Run 1, metal 4:
Drawn at 2 px/micron. Supply wires on this layer in grey.
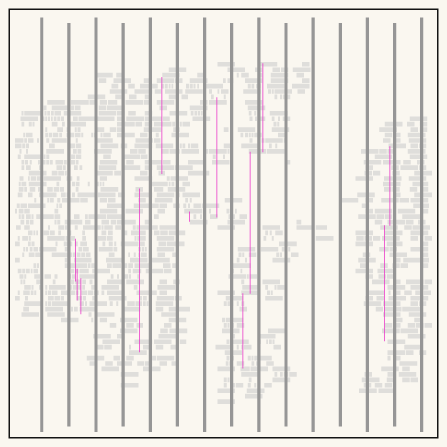
Run 1, layout detail:
Region (135, 135) to (185, 185) microns. Cells in grey, sequential cells in the stronger grey; small squares are vias.
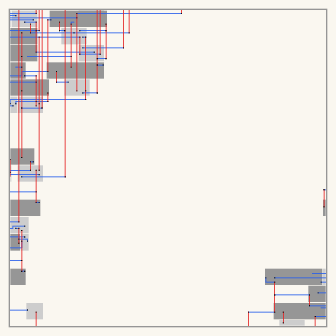
Run 1, met3 routing:
Drawn at 2 px/micron.
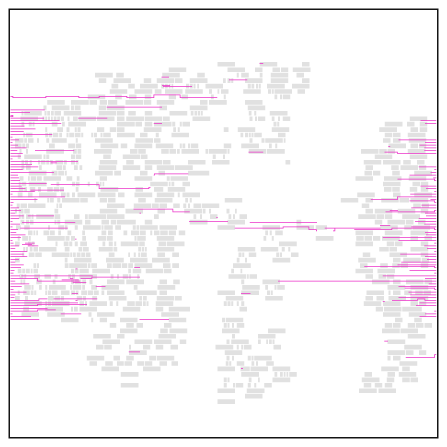
Run 1, clock routing:
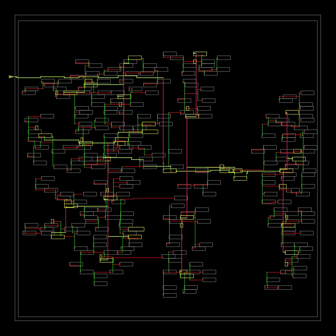
### src/rtl/fetch_ctrl_pkg.sv
// fetch_ctrl shared types and defaults.
// Widths, reset pc, credit depth, FSM state and queue entry.
package fetch_ctrl_pkg;

    localparam int ADDR = 32;
    localparam int DATA = 32;
    localparam logic [ADDR-1:0] RESET_PC_DEF = '0;
    localparam int DEPTH_DEF = 2;

    typedef enum logic {
        S_IDLE = 1'b0,
        S_RUN  = 1'b1
    } state_e;

    typedef struct packed {
        logic [ADDR-1:0] pc;
        logic [DATA-1:0] inst;
    } fetch_word_t;

endpackage

### src/rtl/fetch_ctrl_if.sv
// Instruction memory read port between fetch_ctrl and imem.
// master = fetch side, slave = memory side.
interface fetch_ctrl_if
    import fetch_ctrl_pkg::*;
();

    logic            imem_req_o;
    logic [ADDR-1:0] imem_addr_o;
    logic            imem_gnt_i;
    logic            imem_rvalid_i;
    logic [DATA-1:0] imem_rdata_i;

    modport master (
        output imem_req_o,
        output imem_addr_o,
        input  imem_gnt_i,
        input  imem_rvalid_i,
        input  imem_rdata_i
    );

    modport slave (
        input  imem_req_o,
        input  imem_addr_o,
        output imem_gnt_i,
        output imem_rvalid_i,
        output imem_rdata_i
    );

endinterface

### src/rtl/fetch_q.sv
// Small synchronous FIFO, used for returned words
// and for the pcs of reads still in flight.
module fetch_q #(
    parameter int W     = 64,
    parameter int DEPTH = 2
) (
    input  logic                   clk,
    input  logic                   rst,
    input  logic                   push_i,
    input  logic                   pop_i,
    input  logic                   clr_i,
    input  logic [W-1:0]           din_i,
    output logic [W-1:0]           dout_o,
    output logic                   full_o,
    output logic                   empty_o,
    output logic [$clog2(DEPTH):0] count_o
);

    localparam int AW = $clog2(DEPTH);
    localparam logic [AW:0] FULL_CNT = DEPTH[AW:0];

    logic [W-1:0]  mem_q [DEPTH];
    logic [AW-1:0] rd_q;
    logic [AW-1:0] wr_q;
    logic [AW:0]   cnt_q;
    logic          do_push;
    logic          do_pop;

    assign full_o  = (cnt_q == FULL_CNT);
    assign empty_o = (cnt_q == '0);
    assign count_o = cnt_q;
    assign dout_o  = mem_q[rd_q];
    assign do_push = push_i & (~full_o | pop_i) & ~clr_i;
    assign do_pop  = pop_i & ~empty_o & ~clr_i;

    // Pointers and count; storage zeroed so the head reads 0 after reset.
    always_ff @(posedge clk or negedge rst) begin
        if (!rst) begin
            rd_q  <= '0;
            wr_q  <= '0;
            cnt_q <= '0;
            for (int i = 0; i < DEPTH; i++) begin
                mem_q[i] <= '0;
            end
        end else if (clr_i) begin
            rd_q  <= '0;
            wr_q  <= '0;
            cnt_q <= '0;
        end else begin
            if (do_push) begin
                mem_q[wr_q] <= din_i;
                wr_q        <= wr_q + 1'b1;
            end
            if (do_pop) begin
                rd_q <= rd_q + 1'b1;
            end
            cnt_q <= cnt_q + {{AW{1'b0}}, do_push}
                           - {{AW{1'b0}}, do_pop};
        end
    end

endmodule

### src/rtl/fetch_ctrl.sv
// Fetch sequencer: owns the pc, issues imem word reads,
// drops stale returns after redirects, buffers words for decode.
module fetch_ctrl
    import fetch_ctrl_pkg::*;
#(
    parameter logic [ADDR-1:0] RESET_PC = RESET_PC_DEF,
    parameter int              DEPTH    = DEPTH_DEF
) (
    input  logic            clk,
    input  logic            rst,
    input  logic            v_i,
    input  logic            stall_i,
    input  logic            branch_i,
    input  logic [ADDR-1:0] baddr_i,
    input  logic            flush_i,
    input  logic [ADDR-1:0] faddr_i,
    fetch_ctrl_if.master    imem,
    output logic [ADDR-1:0] pc_o,
    output logic [DATA-1:0] inst_o,
    output logic            v_o
);

    localparam int CW = $clog2(DEPTH) + 1;
    localparam logic [CW:0] CREDITS = DEPTH[CW:0];

    state_e          state_q;
    logic [ADDR-1:0] pc_q;
    logic [ADDR-1:0] pc_d;
    logic [CW-1:0]   kill_q;
    logic [CW-1:0]   kill_d;
    logic [CW-1:0]   outst;
    logic [CW-1:0]   qcnt;
    logic [ADDR-1:0] inflight_pc;
    fetch_word_t     head;
    fetch_word_t     rx_word;
    logic            redirect;
    logic            credit_ok;
    logic            fire;
    logic            live_rv;
    logic            q_push;
    logic            q_pop;
    logic            q_empty;
    logic            q_full;
    logic            t_empty;
    logic            t_full;

    assign redirect  = flush_i | branch_i;
    assign credit_ok = ({1'b0, outst} + {1'b0, qcnt}) < CREDITS;

    assign imem.imem_req_o  = (state_q == S_RUN) & v_i
                            & ~redirect & credit_ok;
    assign imem.imem_addr_o = pc_q;

    assign fire    = imem.imem_req_o & imem.imem_gnt_i;
    assign live_rv = imem.imem_rvalid_i & (kill_q == '0);
    assign q_push  = live_rv & ~redirect;
    assign q_pop   = v_o & ~stall_i;
    assign rx_word = '{pc: inflight_pc, inst: imem.imem_rdata_i};

    assign v_o    = ~q_empty;
    assign pc_o   = head.pc;
    assign inst_o = head.inst;

    fetch_q #(
        .W     (ADDR),
        .DEPTH (DEPTH)
    ) u_track (
        .clk     (clk),
        .rst     (rst),
        .push_i  (fire),
        .pop_i   (imem.imem_rvalid_i),
        .clr_i   (1'b0),
        .din_i   (pc_q),
        .dout_o  (inflight_pc),
        .full_o  (t_full),
        .empty_o (t_empty),
        .count_o (outst)
    );

    fetch_q #(
        .W     ($bits(fetch_word_t)),
        .DEPTH (DEPTH)
    ) u_q (
        .clk     (clk),
        .rst     (rst),
        .push_i  (q_push),
        .pop_i   (q_pop),
        .clr_i   (redirect),
        .din_i   (rx_word),
        .dout_o  (head),
        .full_o  (q_full),
        .empty_o (q_empty),
        .count_o (qcnt)
    );

    // Next pc: flush beats branch, both beat sequential advance.
    always_comb begin
        pc_d = pc_q;
        if (flush_i) begin
            pc_d = faddr_i;
        end else if (branch_i) begin
            pc_d = baddr_i;
        end else if (fire) begin
            pc_d = pc_q + 1'b1;
        end
    end

    // On redirect every read still in flight afterwards is stale.
    always_comb begin
        kill_d = kill_q;
        if (redirect) begin
            kill_d = outst - {{(CW-1){1'b0}}, imem.imem_rvalid_i};
        end else if (imem.imem_rvalid_i && kill_q != '0) begin
            kill_d = kill_q - 1'b1;
        end
    end

    // Run/idle FSM together with pc and kill counter.
    always_ff @(posedge clk or negedge rst) begin
        if (!rst) begin
            state_q <= S_IDLE;
            pc_q    <= RESET_PC;
            kill_q  <= '0;
        end else begin
            pc_q   <= pc_d;
            kill_q <= kill_d;
            unique case (state_q)
                S_IDLE: if (v_i) state_q <= S_RUN;
                S_RUN:  if (!v_i) state_q <= S_IDLE;
            endcase
        end
    end

    a_rv_orphan: assert property (@(posedge clk) disable iff (!rst)
        !(imem.imem_rvalid_i && t_empty));
    a_gnt_noreq: assert property (@(posedge clk) disable iff (!rst)
        !(imem.imem_gnt_i && !imem.imem_req_o));
    a_q_ovf: assert property (@(posedge clk) disable iff (!rst)
        !(q_push && q_full && !q_pop));
    a_t_ovf: assert property (@(posedge clk) disable iff (!rst)
        !(fire && t_full && !imem.imem_rvalid_i));

endmodule

### src/flat_wrapper.sv
// flat-port wrapper written by rule: the top's interface ports become plain ports
module fetch_ctrl_flat import fetch_ctrl_pkg::*;
#(
    parameter logic [ADDR-1:0] RESET_PC = RESET_PC_DEF,
    parameter int              DEPTH    = DEPTH_DEF
)
  (clk, rst, v_i, stall_i, branch_i, baddr_i, flush_i, faddr_i, pc_o, inst_o, v_o, imem_imem_req_o, imem_imem_addr_o, imem_imem_gnt_i, imem_imem_rvalid_i, imem_imem_rdata_i);
  fetch_ctrl_if imem_i ();
  input  logic clk;
  input  logic rst;
  input  logic v_i;
  input  logic stall_i;
  input  logic branch_i;
  input  logic [ADDR-1:0] baddr_i;
  input  logic flush_i;
  input  logic [ADDR-1:0] faddr_i;
  output logic [ADDR-1:0] pc_o;
  output logic [DATA-1:0] inst_o;
  output logic v_o;
  output wire logic [$bits(imem_i.imem_req_o)-1:0] imem_imem_req_o;
  output wire logic [$bits(imem_i.imem_addr_o)-1:0] imem_imem_addr_o;
  input wire logic [$bits(imem_i.imem_gnt_i)-1:0] imem_imem_gnt_i;
  input wire logic [$bits(imem_i.imem_rvalid_i)-1:0] imem_imem_rvalid_i;
  input wire logic [$bits(imem_i.imem_rdata_i)-1:0] imem_imem_rdata_i;
  assign imem_imem_req_o = imem_i.imem_req_o;
  assign imem_imem_addr_o = imem_i.imem_addr_o;
  assign imem_i.imem_gnt_i = imem_imem_gnt_i;
  assign imem_i.imem_rvalid_i = imem_imem_rvalid_i;
  assign imem_i.imem_rdata_i = imem_imem_rdata_i;
  fetch_ctrl #(.RESET_PC(RESET_PC), .DEPTH(DEPTH)) u_core (.clk(clk), .rst(rst), .v_i(v_i), .stall_i(stall_i), .branch_i(branch_i), .baddr_i(baddr_i), .flush_i(flush_i), .faddr_i(faddr_i), .imem(imem_i), .pc_o(pc_o), .inst_o(inst_o), .v_o(v_o));
endmodule
### config.mk
export PLATFORM = sky130hd
export DESIGN_NAME = fetch_ctrl_flat
export DESIGN_NICKNAME = d
export VERILOG_FILES = /design/src/rtl/fetch_ctrl_pkg.sv /design/src/rtl/fetch_ctrl_if.sv /design/src/rtl/fetch_q.sv /design/src/rtl/fetch_ctrl.sv /design/src/flat_wrapper.sv
export SDC_FILE = /design/constraint.sdc
export NUM_CORES = 1
export LEC_CHECK = 0
export ABC_CLOCK_PERIOD_IN_PS = 8750
export CORE_MARGIN = 2
export CORE_UTILIZATION = 25
export CTS_CLUSTER_SIZE = 14
export DETAILED_ROUTE_END_ITERATION = 10
export DONT_BUFFER_PORTS = 1
export SETUP_SLACK_MARGIN = 0.4
export SYNTH_ARGS = -nofsm -noshare
export SYNTH_HDL_FRONTEND = slang
export SYNTH_SLANG_ARGS = --single-unit
### constraint.sdc
create_clock -name clk -period 8.75 [get_ports clk]
set_clock_uncertainty 0.15 [all_clocks]
set_input_delay 0.875 -clock clk [delete_from_list [all_inputs] [get_ports clk]]
set_output_delay 0.875 -clock clk [all_outputs]
set_load 0.02 [all_outputs]
==> results.json, run 1 <==
{
  "status": "completed",
  "io_pins": 202,
  "max_freq_mhz": 287,
  "grt_antenna_before_repair": 0,
  "cp-endpoint": "u_core.imem.imem_addr_o[30]",
  "ctsHtreeMaxLevel": 1,
  "crit_type": "reg2reg",
  "finalHoldViolCount": 0,
  "hold_buffers": 1,
  "r2r_slack_ns": 5.27,
  "io_buffers": 0,
  "drv_slew": 0,
  "critPathCaptureType": "flop",
  "post-dp-hpwl_mm": 19.8,
  "gr-max-usage-layer": "met2",
  "p_comb_share_pct": 26.1,
  "vias": 7129,
  "clock_area_share_pct": 7.01,
  "maxCapViolCount": 0,
  "post_cts_buffers": 0,
  "core-area_sq_um": 43200,
  "lay_top_cells": "dfrtp_1, mux2_2, nand2_1",
  "grt_usage_pct": 12.4,
  "hold_class": "in2async",
  "warnings": 28,
  "clkPwrFrac_pct": 29.6,
  "yosysCellCount": 935,
  "tightest_slew_ns": 1.32,
  "p_clk_mw": 1.10,
  "yosys.area.top_type": "dfrtp_1",
  "clk_path_buf_depth": 3,
  "synth-simple-area-share_pct": 8.66,
  "p_seq_share_pct": 44.3,
  "timing.final.crit_share_pct": 39.8,
  "top_area_share_pct": 53.6,
  "initCoreUtil_pct": 25.4,
  "syn_nets": 1047,
  "netlist_area_sq_um": 11000,
  "grt_pass1_vias": 7059,
  "use_met1_pct": 17.0,
  "sh_comb_area_pct": 38.6,
  "die_h_microns": 213,
  "worst_setup_path_start_kind": "flop",
  "grt_max_degree": 236,
  "nonClkBufAreaFrac_pct": 0.584,
  "root_buffer": "clkbuf_16"
}
-- 'metal 4' (at the start) --
6 nets have wire on it. The layer carries 498 microns of wire. The layer holds 1.7% of the routed length.

-- 'layout detail' (at the start) --
Blue shows met1. Red shows met2.
16 logic cells have their middle in the window. Netlist names of flops here include u_core.u_q.mem_q (6). Most frequent: mux2_2 (7), dfrtp_1 (6). Sequential cells in the window: 6.

-- 'met3 routing' (at the start) --
The layer carries 2150 microns of wire. 158 nets have wire on it.
M3 GR Usage: 3.47%
final WL: 28.9 mm

-- 'clock routing' (at the start) --
number of clock sinks: 235
CTS Buf Count: 26
registers: 235
clock latency at the later pin of the worst-skew pair: 0.54 ns
CLK BUF: 37

==> run 1: per-stage QoR <==
| stage | power (mW) | instance area (sq um) | worst slack (ns) | hold WS, ns | cells |
|---|---|---|---|---|---|
| after detailed placement | 2.63 | 11500 | 5.22 | 0.314 | 1466 |
| after global placement | 2.61 | 11500 | 5.25 | 0.306 | 1466 |
| after floorplan | 2.37 | 11000 | 5.76 | 0.294 | 935 |
| after CTS | 3.79 | 12400 | 5.22 | 0.187 | 1515 |
| final | 3.72 | 12400 | 5.27 | 0.178 | 1515 |
| after global routing | 3.94 | 12400 | 5.13 | 0.181 | 1515 |
==> run 1: critical path: stages, from the launching register on <==
cell and delay [ns]:
dfrtp_1 0.44, and2_1 0.20, fa_1 0.48, or3b_1 0.44, o21ai_1 0.95, nor4b_4 0.38, xnor2_1 0.15, o221ai_1 0.13
Run 1, I/O pins on the die edge:
Drawn at 2 px/micron. Pins as bars across the die edge, other pins in grey.
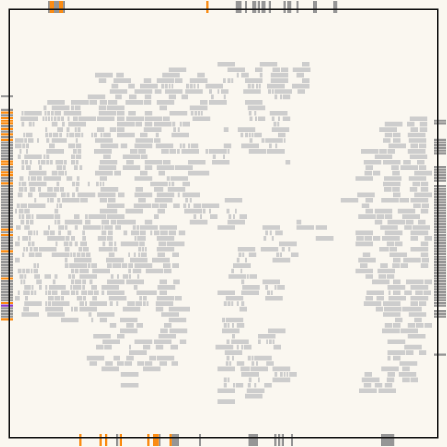

==> run 2, diff against run 1 <==
--- a/config.mk
+++ b/config.mk
@@ -5,7 +5,7 @@
 export SDC_FILE = /design/constraint.sdc
 export NUM_CORES = 1
 export LEC_CHECK = 0
-export ABC_CLOCK_PERIOD_IN_PS = 8750
+export ABC_CLOCK_PERIOD_IN_PS = 2900
 export CORE_MARGIN = 2
 export CORE_UTILIZATION = 25
 export CTS_CLUSTER_SIZE = 14
==> constraint.sdc (replaced) <==
create_clock -name clk -period 2.9 [get_ports clk]
set_clock_uncertainty 0.15 [all_clocks]
set_input_delay 0.29 -clock clk [delete_from_list [all_inputs] [get_ports clk]]
set_output_delay 0.29 -clock clk [all_outputs]
set_load 0.02 [all_outputs]
Run 2, I/O pins on the die edge:
Drawn at 2 px/micron. Pins as bars across the die edge, other pins in grey.
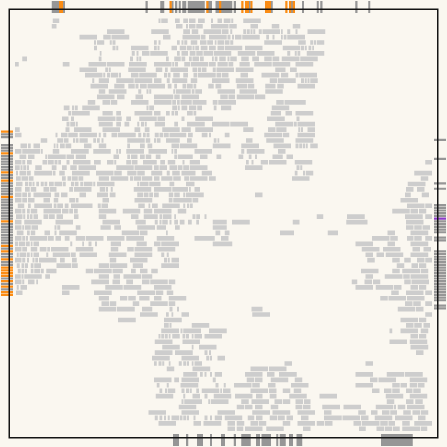
Purple shows imem_imem_gnt_i, pins 1, direction input, edge right. Orange shows imem_imem_addr_o, pins 32, direction output, edge 17 left, 15 top.
All pins by edge: 59 left, 56 top, 49 bottom, 38 right.
port bufs: 0
die height: 213 microns
Die Wd: 213 microns

Run 2, met3 routing:
Drawn at 2 px/micron.
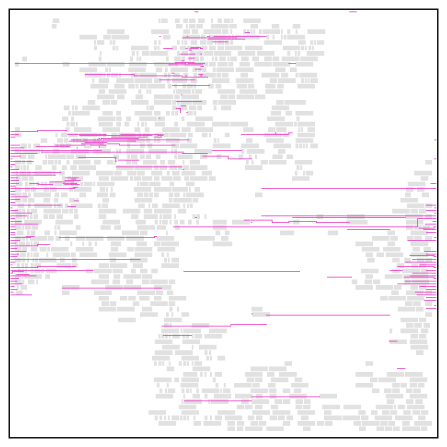
M3 GR Usage: 4.01%
final WL: 34.8 mm
Via Count: 7996

==> run 2 against run 1 <==
The flow now finishes with violations (hold timing); cell count grew 12%; clock power grew to 3.3 times the previous value; sequential cell count stayed put; routed wire length grew 20%; largest power group unchanged; final area grew 18%.
==> results.json, run 2 <==
{
  "post-dp-hpwl_mm": 20.8,
  "critPathCaptureType": "flop",
  "tightest_slew_ns": 0.915,
  "cts_sinks": 235,
  "clock_buffers": 40,
  "worst_slack_ns": 0.153,
  "grt_usage_pct": 14.2,
  "p_comb_share_pct": 29.5,
  "timing.final.crit_share_pct": 94.7,
  "crit_top_cell": "buf_12",
  "root_buffer": "clkbuf_16",
  "total_power_mw": 11.9,
  "status": "complete, but fails checks",
  "worst_setup_path_start_kind": "flop",
  "yosys.area.top_type": "dfrtp_1",
  "sh_comb_area_pct": 34.6,
  "violations": "hold timing",
  "clkPwrFrac_pct": 30.4,
  "hold_ws_ns": -0.730,
  "clk_path_buf_depth": 3,
  "finalHoldViolCount": 235
}
Run 2, layout detail:
Region (135, 135) to (185, 185) microns. Cells in grey, sequential cells in the stronger grey; small squares are vias.
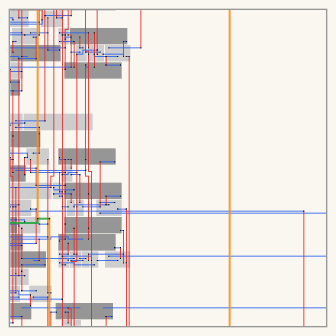

run 2: cell counts after synthesis:
Identical to the previous run, type by type.
run 2: logic make-up (layout without fill, tap and decap cells):
logic type	Yosys count	after routing	synth area share [%]
AND-OR/OR-AND	167	167	8.73
XOR/XNOR	28	28	2.24
adder cells (fa/ha/maj)	8	8	0.981
buffers and inverters	76	249	2.83
flip-flops	235	235	53.6
multiplexers	228	228	23.0
other	0	3	0
AND/OR/NAND/NOR	193	194	8.66
run 2: per-layer routing:
metal | GRT usage [%] | part of all wire (%) | vias up
li1 | - | - | 3656
met1 | 18.0 | 43 | 4013
met2 | 23.6 | 47 | 268
met3 | 4.01 | 7.5 | 57
met4 | 4.53 | 2.6 | 2
met5 | 0 | 0.037 | -
No activity file was given, so power comes from the tool's default toggle rates.
